==> config.mk <==
export PLATFORM = sky130hd
export DESIGN_NAME = line_follower_pd
export DESIGN_NICKNAME = d
export VERILOG_FILES = /design/src/rtl/lf_pkg.sv /design/src/rtl/lf_error_calc.sv /design/src/rtl/line_follower_pd.sv
export SDC_FILE = /design/constraint.sdc
export NUM_CORES = 1
export LEC_CHECK = 0
export ABC_AREA = 1
export CORE_UTILIZATION = 40
export CTS_CLUSTER_DIAMETER = 50
export DETAILED_ROUTE_END_ITERATION = 16
export PLACE_DENSITY_LB_ADDON = 0.25
export SLEW_MARGIN = 40
export SYNTH_ARGS = -nofsm -noshare
export SYNTH_HDL_FRONTEND = slang
export SYNTH_HIERARCHICAL = 1
export SYNTH_SLANG_ARGS = --single-unit
export TNS_END_PERCENT = 1
==> constraint.sdc <==
create_clock -name clk -period 4.8 [get_ports clk]
set_clock_uncertainty 0.15 [all_clocks]
set_input_delay 0.72 -clock clk [delete_from_list [all_inputs] [get_ports clk]]
set_output_delay 0.72 -clock clk [all_outputs]
set_load 0.03 [all_outputs]
### Signal wires by layer

Scale bar: 50 um. Only two layers are drawn.
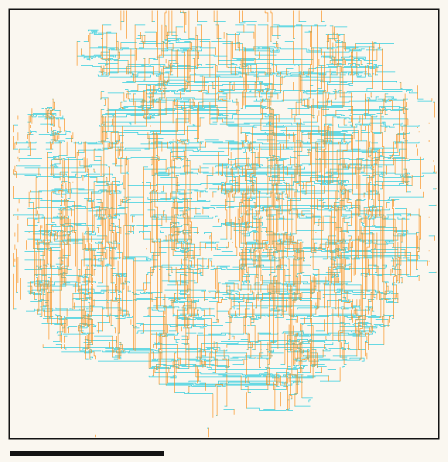
[orange] M2 | wire length: 8420 um
[cyan] M1 | wire length: 8940 um
final routed wire length divided by cell count: 12.6 um
global-route total usage across every layer: 19.4%
aggregate routed wire length: 18200 um
via count of the routed design: 7129

### Metal 2

Scale bar: 50 um.
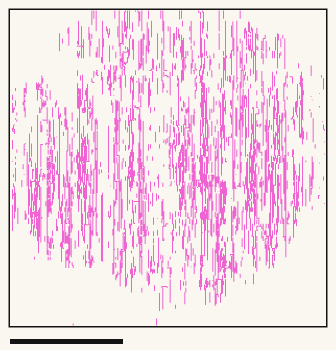
main direction: vertical
share of all routed wire: 46%
wire length on this layer: 8420 um
nets with wire on the layer: 1043
longest straight run: 64.4 um
met2 capacity usage during global routing: 33.2%

### Met3 routing

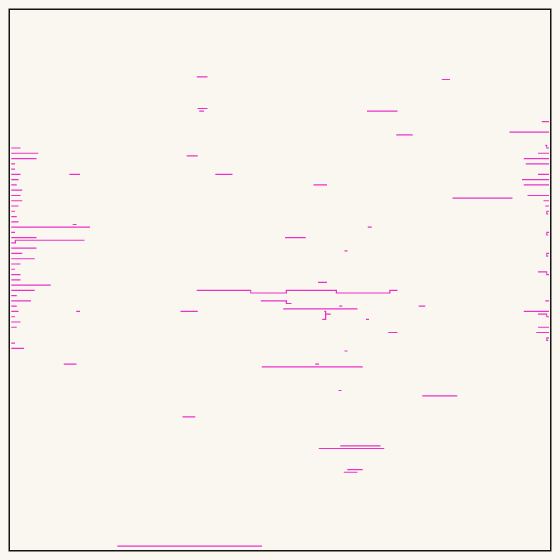
nets with wire on the layer: 83
share of all routed wire: 2.6%
longest straight run: 37.0 um
wire length on this layer: 469 um
GR met3 Demand/Resource: 2.00%

### Clock nets

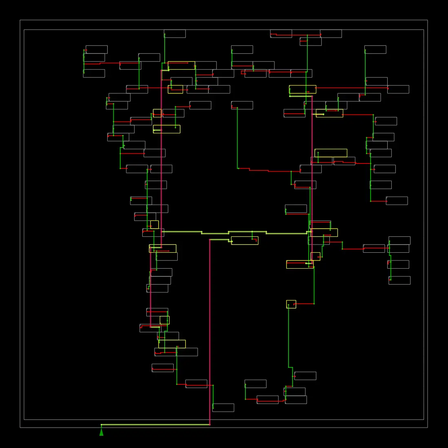
Clock buffer cells: 10
count of clock tree sinks: 83
clock distribution power: 724 uW
count of sequential standard cells: 83

### Power grid

Scale bar: 50 um. Pins as bars on the die edge.
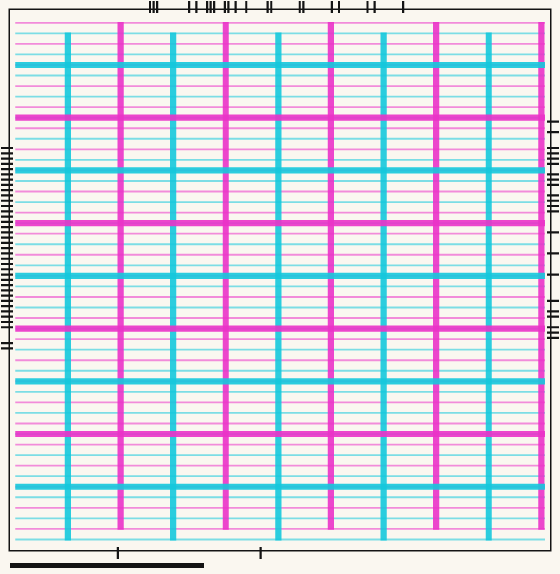
[cyan] VSS
[magenta] VDD
met4 straps: 10
met1 rails: 50
signal pins: 82
met5 straps: 9
core region area: 18200 um2
chip width: 139 um
Max VDD drop: 0.000197 V
Die Span Y: 139 um

==> run summary <==
The implementation run finished. Register share of the cell area landed at approximately a fifth. Antenna cell count landed at 0. Number of tap cells inserted landed at 229. RePlAce ended its routability-driven mode at a weighted congestion of ~0.9.

Synthesized chip area reported by yosys landed at ~7500 um2. Clock edge transition at the registers on the reported setup and hold paths landed at 70 ps. Leakage power landed at about 0.0043 uW. The biggest slice of the area belongs to multi-input combinational cells. The worst hold path belongs to the class reg -> reg.

In the log, the iteration count for the first detailed-route pass is 5. Path depth of the worst reg2reg path landed at 26. Synthesized flop and latch total landed at a little over 80.

For the pin with the worst max-slew slack, the measured transition is 734 ps. The largest single stage delay on the critical path is ~400 ps. Clock latency on the worst-skew pair landed at about 350 ps. Net count of the mapped netlist landed at about 1300.

Fraction of area in clock buffers and inverters landed at between 3 and 4%. Die area landed at about 19000 um2. Non-clock inverters in the final layout number around 240. Post-route fraction of the period consumed by the critical path landed at between 80% and 90%. Core utilization before placement landed at 41.4%. Among logic cells in the layout, the one with the most instances is sky130_fd_sc_hd__nand2_1. The number of cells on the worst hold path is listed as 2. Number of distinct library cell variants in the gate-level netlist after synthesis landed at 48. Via count of the first global-routing pass landed at 6678.

Pin placement for this block handled around 80 I/O pins. Peak fanout along the critical path landed at 7. Post-synthesis to final-layout area growth landed at 17.6%. Number of ordinary and repair buffers in the finished layout landed at 84. The run finished with clean final reports. Number of buffers inserted to repair setup after CTS landed at 0. Per STA, the library cell used most along the worst path is sky130_fd_sc_hd__nand2_1. Post-layout instance area landed at 8870 um2. Post-synthesis instance total landed at about 1100. Across the whole layout, storage elements account for about 1700 um2. The multi-input combinational cells in the finished layout cover a total of approximately 5000 um2. Residual DRC count landed at 0.

Number of logic stages on the critical path including buffering landed at 26. Maximum number of buffers from clock root to sink landed at 2. The number of maximum-capacitance violations recorded for the run is 0. Number of buffers inserted for hold repair after clock tree synthesis landed at 0. Data arrival at the endpoint of the critical path landed at between 4000 and 5000 ps. Max-slew violation count landed at 0. Number of inserted filler cells in the final layout landed at about 1900. The most used flip-flop cell after synthesis is sky130_fd_sc_hd__dfxtp_1.

The final report lists the setup-violating endpoint count as 0. Count of yosys warnings during synthesis landed at 6. Number of standard cells reported by yosys landed at 1137.

Power density over the cells landed at around 350 nW/um2. The H-tree was split into 3 levels. The report lists the number of cells resized after CTS as 0.

Number of antenna violations at the first check in global routing landed at 0. The detailed router finished its first iteration with 353 violations. Top achievable clock speed landed at around 0.23 GHz. After layout the signal buffers, clock cells excluded, come to a little under a tenth of cell area. Per Yosys stat, the portion of area used by sequential elements is 22.0%. In the setup report, the worst path falls into the class reg -> reg. Setup repair after global routing left no endpoint under its margin. Maximum number of pins on one net before global-route repair landed at 38. Port buffer count landed at 80. Data required time of the worst path landed at approximately 5000 ps.

Across the whole layout, multi-input logic makes up between 50% and 60% of the cell area. Endpoints failing hold in the final report were tallied at 0. Buffers inserted during clock tree synthesis total 9. The worst pin sits at a relative slew slack of 51.0%. Number of nets at the end of the flow landed at approximately 1300. Clock period minus final worst setup slack landed at between 4000 and 5000 ps. Yosys reported that registers with async set or reset make up 0%.

Cells with a size suffix above 1 make up under 10% of the layout. TritonCTS built the clock tree. The slowest stage of the critical path is the sky130_fd_sc_hd__fa_1 cell. In this run, synthesis inferred 0 flip-flops with an integrated enable. The first global-routing pass estimated 31000 um of wire.

Register-to-register path setup slack landed at 500 ps. STA classifies the critical path endpoint as a register. Post-route antenna net violation count landed at 0.
-- report_power, final --
group / internal (uW) / switching (uW)
registers: 706 / 13.0
clock network: 422 / 303
logic: 607 / 1090
-- per-layer routing --
layer,up-vias,track usage [%],share of wire [%]
met4,0,6.96,2.0
met5,-,0,0
li1,3788,-,-
met1,3202,25.2,49
met2,115,33.2,46
met3,24,2.00,2.6
-- cells in the mapped netlist, drive strengths merged (3+ instances only) --
cell      n  area (um2)
a21boi    3        22.5
a21o      4        30.0
a21oi    99         556
a31oi     5        31.3
and2      3        18.8
buf       6        43.8
clkbuf   16        60.1
dfxtp    83        1660
fa        4        80.1
ha       90        1130
inv     236         886
nand2   274        1090
nand3    76         435
nand4    22         159
nor2     69         299
nor3     10        60.1
o211ai   11        82.6
o21ai    56         288
o21bai    5        52.6
o32ai    14         123
or2       4        25.0
xnor2     9        78.8
xor2     31         272
-- through the flow --
stage / hold WS (ps) / worst slack [ps] / std cells / total power [uW] / utilization [%]
after floorplan: 294 / 882 / 1137 / 2030 / -
after global placement: 304 / 540 / 1428 / 2400 / 47.0
after detailed placement: 311 / 414 / 1428 / 2420 / 47.0
after CTS: 321 / 397 / 1444 / 3150 / 48.7
after global routing: 339 / 43.6 / 1444 / 3390 / 48.7
final: 316 / 499 / 1444 / 3140 / 48.7
-- cells by family after synthesis --
| logic type | share of synthesized area, % |
|---|---|
| other cells | 0.0497 |
| xor+xnor | 4.65 |
| buf+inv | 13.2 |
| simple gates | 27.8 |
| compound gates | 16.3 |
| flops | 22.0 |
| fa+ha+maj | 16.0 |
-- worst reg2reg max path, delay by kind of cell (launching register included) --
kind                     cells  cell delay [ps]
AND-OR/OR-AND                6              940
AND/OR/NAND/NOR             12             1200
adder cells (fa/ha/maj)      4             1210
buffers and inverters        4              360
flip-flops                   1              330
Power figures rest on the tool's default switching activity, not on a simulated workload.
